**src/rtl/pwm_pkg.sv**
```systemverilog
// Shared PWM types: capture FSM states and the default counter width used by
// both the generator and the capture block.
package pwm_pkg;

    localparam int PWM_W = 16;

    typedef enum logic [1:0] {
        IDLE,
        HIGH,
        LOW
    } cap_state_t;

endpackage

```
**src/rtl/pwm_in_sync.sv**
```systemverilog
// Input conditioning for pwm_capture: synchronizer chain, optional glitch filter
// (PWM_CAP_FILT_EN), and a registered level/rise pair aligned to each other.
module pwm_in_sync #(
    parameter int SYNC_STAGES = 2,
    parameter int FILT_LEN    = 4
) (
    input  logic clk,
    input  logic rst,
    input  logic pwm_in,
    output logic s,
    output logic rise
);

    if (SYNC_STAGES < 2 || FILT_LEN < 1) begin : g_param_chk
        $error("pwm_in_sync: SYNC_STAGES must be >= 2 and FILT_LEN >= 1");
    end

    logic [SYNC_STAGES-1:0] sync_q;
    logic                   raw;

    always_ff @(posedge clk) begin
        if (rst) sync_q <= '0;
        else     sync_q <= {sync_q[SYNC_STAGES-2:0], pwm_in};
    end

`ifdef PWM_CAP_FILT_EN
    localparam int CW = $clog2(FILT_LEN + 1);

    logic [CW-1:0] filt_cnt;
    logic          filt_q;

    // Counts consecutive samples that disagree with the filtered level.
    always_ff @(posedge clk) begin
        if (rst) begin
            filt_cnt <= '0;
            filt_q   <= 1'b0;
        end else if (sync_q[SYNC_STAGES-1] == filt_q) begin
            filt_cnt <= '0;
        end else if (filt_cnt == CW'(FILT_LEN - 1)) begin
            filt_cnt <= '0;
            filt_q   <= sync_q[SYNC_STAGES-1];
        end else begin
            filt_cnt <= filt_cnt + CW'(1);
        end
    end

    assign raw = filt_q;
`else
    assign raw = sync_q[SYNC_STAGES-1];
`endif

    always_ff @(posedge clk) begin
        if (rst) begin
            s    <= 1'b0;
            rise <= 1'b0;
        end else begin
            s    <= raw;
            rise <= raw & ~s;
        end
    end

endmodule

```
**src/rtl/pwm_capture.sv**
```systemverilog
// PWM receiver: reports high time (cmp) and period-1 (top) in generator encoding.
// Optional input glitch filter enabled by defining PWM_CAP_FILT_EN.
module pwm_capture
    import pwm_pkg::*;
#(
    parameter int W           = PWM_W,
    parameter int SYNC_STAGES = 2,
    parameter int FILT_LEN    = 4
) (
    input  logic         clk,
    input  logic         rst,
    input  logic         en,
    input  logic         pwm_in,
    output logic [W-1:0] cmp_out,
    output logic [W-1:0] top_out,
    output logic         valid,
    output logic         stuck,
    output logic         level
);

    localparam logic [W-1:0] CNT_MAX = '1;
    localparam logic [W-1:0] CNT_ONE = W'(1);

    logic s, rise;

    pwm_in_sync #(
        .SYNC_STAGES(SYNC_STAGES),
        .FILT_LEN   (FILT_LEN)
    ) u_sync (
        .clk   (clk),
        .rst   (rst),
        .pwm_in(pwm_in),
        .s     (s),
        .rise  (rise)
    );

    assign level = s;

    cap_state_t   state, state_nxt;
    logic [W-1:0] per_cnt, per_nxt, hi_cnt, hi_nxt;
    logic [W-1:0] rpt_cmp, rpt_cmp_nxt, rpt_top, rpt_top_nxt;
    logic         rpt_vld, rpt_vld_nxt, stuck_int, stuck_nxt;

    always_ff @(posedge clk) begin
        if (rst) begin
            state     <= IDLE;
            per_cnt   <= '0;
            hi_cnt    <= '0;
            rpt_cmp   <= '0;
            rpt_top   <= '0;
            rpt_vld   <= 1'b0;
            stuck_int <= 1'b0;
        end else begin
            state     <= state_nxt;
            per_cnt   <= per_nxt;
            hi_cnt    <= hi_nxt;
            rpt_cmp   <= rpt_cmp_nxt;
            rpt_top   <= rpt_top_nxt;
            rpt_vld   <= rpt_vld_nxt;
            stuck_int <= stuck_nxt;
        end
    end

    always_comb begin
        state_nxt   = state;
        per_nxt     = per_cnt;
        hi_nxt      = hi_cnt;
        rpt_cmp_nxt = rpt_cmp;
        rpt_top_nxt = rpt_top;
        rpt_vld_nxt = 1'b0;
        stuck_nxt   = stuck_int;
        if (!en) begin
            state_nxt = IDLE;
            per_nxt   = '0;
            hi_nxt    = '0;
            stuck_nxt = 1'b0;
        end else begin
            case (state)
                IDLE: begin
                    if (rise) begin
                        state_nxt = HIGH;
                        per_nxt   = CNT_ONE;
                        hi_nxt    = CNT_ONE;
                        stuck_nxt = 1'b0;
                    end
                end
                HIGH, LOW: begin
                    // Saturation is checked first so it also wins over a coincident rise.
                    if (per_cnt == CNT_MAX) begin
                        state_nxt   = IDLE;
                        per_nxt     = '0;
                        hi_nxt      = '0;
                        rpt_top_nxt = CNT_MAX;
                        rpt_cmp_nxt = s ? CNT_MAX : '0;
                        rpt_vld_nxt = 1'b1;
                        stuck_nxt   = 1'b1;
                    end else if (state == HIGH) begin
                        per_nxt = per_cnt + CNT_ONE;
                        if (s) hi_nxt    = hi_cnt + CNT_ONE;
                        else   state_nxt = LOW;
                    end else if (rise) begin
                        state_nxt   = HIGH;
                        rpt_top_nxt = per_cnt - CNT_ONE;
                        rpt_cmp_nxt = hi_cnt;
                        rpt_vld_nxt = 1'b1;
                        per_nxt     = CNT_ONE;
                        hi_nxt      = CNT_ONE;
                    end else begin
                        per_nxt = per_cnt + CNT_ONE;
                    end
                end
                default: state_nxt = IDLE;
            endcase
        end
    end

    // Output stage: cmp/top, valid and stuck all change on the same edge.
    always_ff @(posedge clk) begin
        if (rst) begin
            cmp_out <= '0;
            top_out <= '0;
            valid   <= 1'b0;
            stuck   <= 1'b0;
        end else begin
            valid <= rpt_vld;
            stuck <= stuck_int;
            if (rpt_vld) begin
                cmp_out <= rpt_cmp;
                top_out <= rpt_top;
            end
        end
    end

endmodule

```
**config.mk**
```make
export PLATFORM = sky130hd
export DESIGN_NAME = pwm_capture
export DESIGN_NICKNAME = d
export VERILOG_FILES = /design/src/rtl/pwm_pkg.sv /design/src/rtl/pwm_in_sync.sv /design/src/rtl/pwm_capture.sv
export SDC_FILE = /design/constraint.sdc
export NUM_CORES = 1
export LEC_CHECK = 0
export CAP_MARGIN = 15
export CORE_AREA = 2 2 85 128
export CTS_CLUSTER_DIAMETER = 120
export CTS_CLUSTER_SIZE = 10
export DETAILED_ROUTE_END_ITERATION = 8
export DIE_AREA = 0 0 87 130
export GPL_TIMING_DRIVEN = 0
export HOLD_SLACK_MARGIN = 0.02
export MAX_ROUTING_LAYER = met4
export PLACE_DENSITY = 0.69
export SYNTH_ARGS = -nofsm -noshare
export SYNTH_HDL_FRONTEND = slang
export SYNTH_HIERARCHICAL = 1
export SYNTH_SLANG_ARGS = --single-unit
```
**constraint.sdc**
```tcl
create_clock -name clk -period 2.9 [get_ports clk]
set_clock_uncertainty 0.1 [all_clocks]
set_input_delay 0.725 -clock clk [delete_from_list [all_inputs] [get_ports clk]]
set_output_delay 0.725 -clock clk [all_outputs]
set_load 0.1 [all_outputs]
```
run_1/met1.png
Supply wires on this layer in grey.
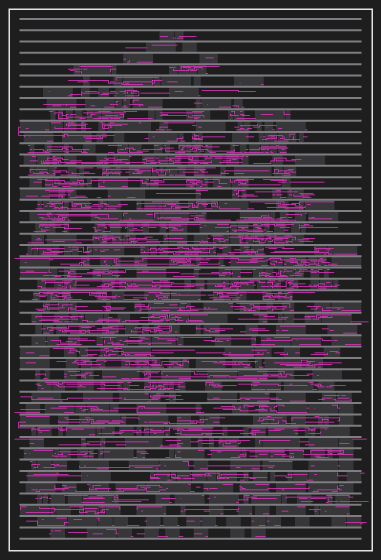
- share of all routed wire: 40%
- nets with wire on the layer: 583
met1 Use GR: 0.252
final WL: 12.7 mm
via count: 4,345

run_1/final_congestion.png
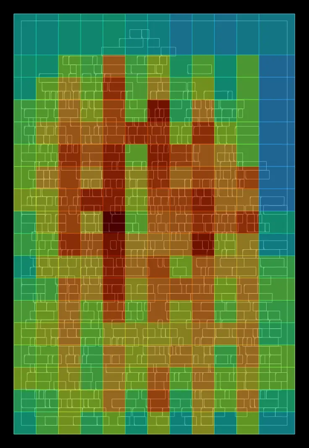
met2 Use GR: 0.431
Util after Layout: 0.566
Global Route met3 Usage: 0.0380
wire length per cell: 17.6 um
gr busiest metal: met2

==> out/results.txt, run 1 <==
status: finished, final reports clean
Int Pwr: 0.00207 W
Final Setup Violations: 0
Design Area, Final: 5830 um^2
DIE AREA: 11,300 um^2
vias in the first global route: 4,141
fin crit period: 2.69 ns
Post-Synth Adder-Cell Area: 0.0150
Mapped Nets: 561
Crit path depth: 6
#FFs+latches synth: 106
Latency at later pin: 0.35 ns
CP max-delay cell: a2111oi_0
Final Wtd Congestion: 0.878
FMAX: 372 MHz
Synth Warn #: 6
Synth Seq Share: 0.423
Max Used Layer: met4
XOR Share, Synth: 0.0279
Reg2Reg Depth: 6
FILL cells: 919
remaining global-route overflow: 0
Post CTS Setup Buffer Count: 0
clock network area share: 0.0472
seq pwr: 0.00146 W
most frequent cell after synthesis: dfxtp_1
Dominant Register Cell: dfxtp_1
Non-CTS inverters: 27
CORE AREA: 10,300 um^2
DR WL met2: 6.88 mm
max-slew violations: 0
largest net degree at the start of global routing: 19
Largest Pwr Group: registers
Yosys cell types: 61
Non-Filler Instances: 723
Reg power frac: 0.542
FF-to-FF setup slack: 0.21 ns
pwr/cell area: 462 nW/um^2
Design Power: 0.00269 W
average cell area after synthesis: 9.11 um^2
RR Startpoint: per_cnt[0]
Post-Synth AOI/OAI Area: 0.167
Placed Area: 5540 um^2
met3 routed WL: 358 um
final hold slack: 0.344 ns
Worst-Margin Slew: 0.986 ns
CP bufs+invs: 1
n_diodes: 0
WL met1: 5.08 mm
Chip Width: 87 um
switching power total: 0.000624 W
most numerous logic cell after layout: dfxtp_1
clock network power: 0.00116 W
Clk pwr share: 0.429
Final Net Count: 609
slack of the critical path: 0.212 ns
Top-area cell share: 0.423
Worst VDD drop: 0.256 mV
Dominant comb cell: simple AND/OR/NAND/NOR gates
hold_buf cts: 0
Detail Placement HPWL: 9.28 mm
Well-Tap Cells: 120
buffer depth of the longest clock path: 2
Die Ht: 130 um
Layout area overhead: 16.2%
root buf cell: clkbuf_16
Post-synth top cells: dfxtp_1, nor2_1, mux2i_1
nonclk buf count: 83
number of flops mapped to enable cells by yosys: 0
seq_cells: 106
hold_sp: u_sync/sync_q[0]
clock buffer count from CTS: 9
Yosys chip area: 5020 um^2
Reg clk slew, reported paths: 0.08 ns
fp util: 0.487
CP delay by family, top: AND-OR/OR-AND gates
Setup WS pre-CTS: -0.338 ns
Post-Synth Simple-Gate Area: 0.232
row cnt: 46
non-clk buf share: 0.101
CP Launch Point: per_cnt[0]
Worst setup SP type: flop
Tool Warnings: 29
Crit Path Class: flop to flop
switching portion of total power: 0.232
CTS tree: built
top cell type by total area after synthesis: dfxtp_1
Syn Std Cell Area: 5020 um^2
relative slew slack: 0.340
logic area: 2600 um^2
Max Cap Viol: 0
sequential share of cell area: 0.364
mux share: 0.0728
run_1/port_nets.png
Bar = 20 um.
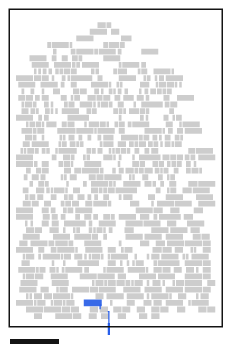
- blue: `stuck` (bits 1; direction output; edge bottom; end cells 1; buffers 1; wire 8.20 um)
Port Buf Inserts: 37
IO Pins: 39

run_1/pins.png
Bar = 20 um. Pins as bars across the die edge, other pins in grey.
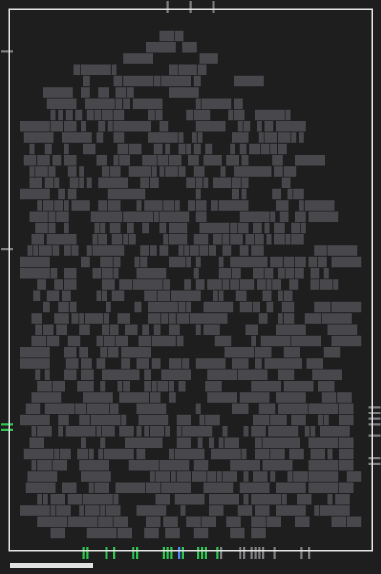

==> run 2: changes to the inputs <==
Clock period 2.9 ns to 2.58 ns, I/O delays scaled along.
run_2/pins.png
Bar = 20 um. Pins as bars across the die edge, other pins in grey.
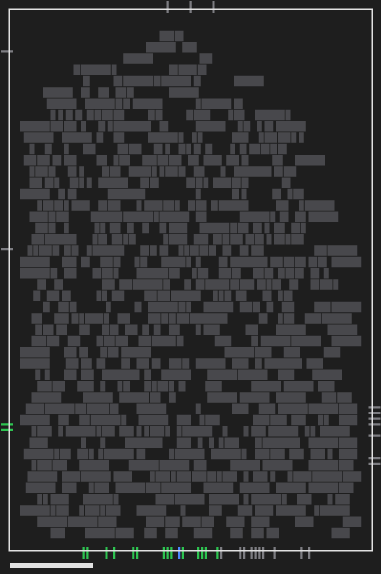
- blue: `stuck` (pins 1; direction output; edge bottom)
- green: `top_out` (pins 16; direction output; edge 14 bottom, 2 left)
Chip Width: 87 um
Die Ht: 130 um

run_2/met1.png
Supply wires on this layer in grey.
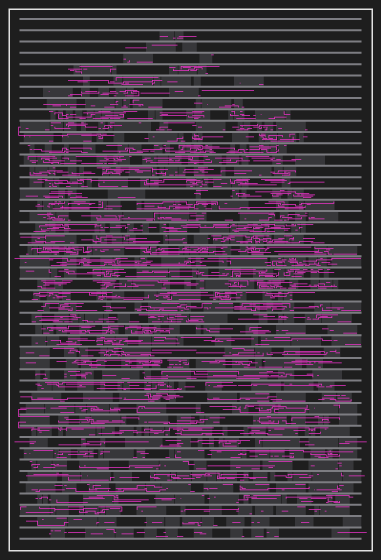
- main direction: horizontal
- longest straight run: 33.6 um
- wire length on this layer: 4,950 um
- share of all routed wire: 39%
met1 Use GR: 0.251
final WL: 12.7 mm
via count: 4,320

==> out/results.txt, run 2 <==
Detail Placement HPWL: 9.28 mm (unchanged)
row cnt: 46 (unchanged)
nonclk buf count: 85 (+2.4%)
seq pwr: 0.00164 W (+10%)
Post-synth top cells: dfxtp_1, nor2_1, mux2i_1
FF-to-FF setup slack: 0.07 ns (-0.14 ns)
number of flops mapped to enable cells by yosys: 0 (unchanged)
Crit path depth: 1 (-5)
Top-area cell share: 0.423 (unchanged)
buffer depth of the longest clock path: 2 (unchanged)
fin crit period: 2.52 ns
#FFs+latches synth: 106 (unchanged)
CORE AREA: 10,300 um^2 (unchanged)
relative slew slack: 0.339 (-0.00164)
DR WL met2: 6.94 mm (+0.97%)
Synth Warn #: 6 (unchanged)
Worst VDD drop: 0.288 mV (+13%)
root buf cell: clkbuf_16
pwr/cell area: 514 nW/um^2 (+11%)
Worst-Margin Slew: 0.990 ns (+0.00393 ns)
Design Power: 0.00304 W (+13%)
Post-Synth Adder-Cell Area: 0.0150 (unchanged)
status: finished, final reports clean
Post-Synth AOI/OAI Area: 0.167 (unchanged)
non-clk buf share: 0.109 (+0.00865)
Max Used Layer: met4
most numerous logic cell after layout: dfxtp_1
Max Cap Viol: 0 (unchanged)
hold_buf cts: 0 (unchanged)
largest net degree at the start of global routing: 19 (unchanged)
Worst setup SP type: flop
CP delay by family, top: buffers and inverters
Reg power frac: 0.541 (about the same)
hold_sp: u_sync/sync_q[0]
Int Pwr: 0.00233 W (+12%)
Tool Warnings: 29 (unchanged)
Yosys cell types: 61 (unchanged)
CP max-delay cell: clkdlybuf4s50_1
Clk pwr share: 0.430 (about the same)
average cell area after synthesis: 9.11 um^2 (unchanged)
clock network area share: 0.0466 (-0.000610)
Dominant comb cell: simple AND/OR/NAND/NOR gates
max-slew violations: 0 (unchanged)
CP Launch Point: valid
CP bufs+invs: 1 (unchanged)
Port Buf Inserts: 37 (unchanged)
Setup WS pre-CTS: -0.578 ns (-0.240 ns)
FMAX: 397 MHz
Global Route met3 Usage: 0.0380 (unchanged)
Yosys chip area: 5020 um^2 (unchanged)
Reg2Reg Depth: 7 (+1)
n_diodes: 0 (unchanged)
Final Net Count: 611 (+0.33%)
Layout area overhead: 17.8%
slack of the critical path: 0.0624 ns (-0.150 ns)
sequential share of cell area: 0.360 (-0.00428)
RR Startpoint: state[1]
FILL cells: 910 (-0.98%)
met3 routed WL: 440 um (+23%)
fp util: 0.487 (unchanged)
vias in the first global route: 4,170 (+0.70%)
Non-Filler Instances: 725 (+0.28%)
run_2/final_congestion.png
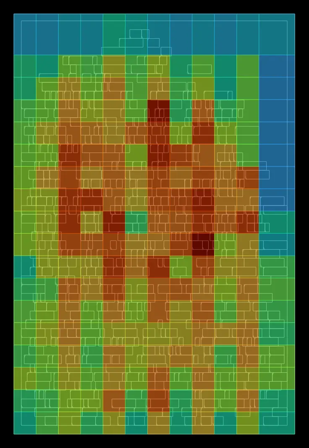
Util after Layout: 0.573
met2 Use GR: 0.430

Power is estimated from default activity; no workload was simulated.
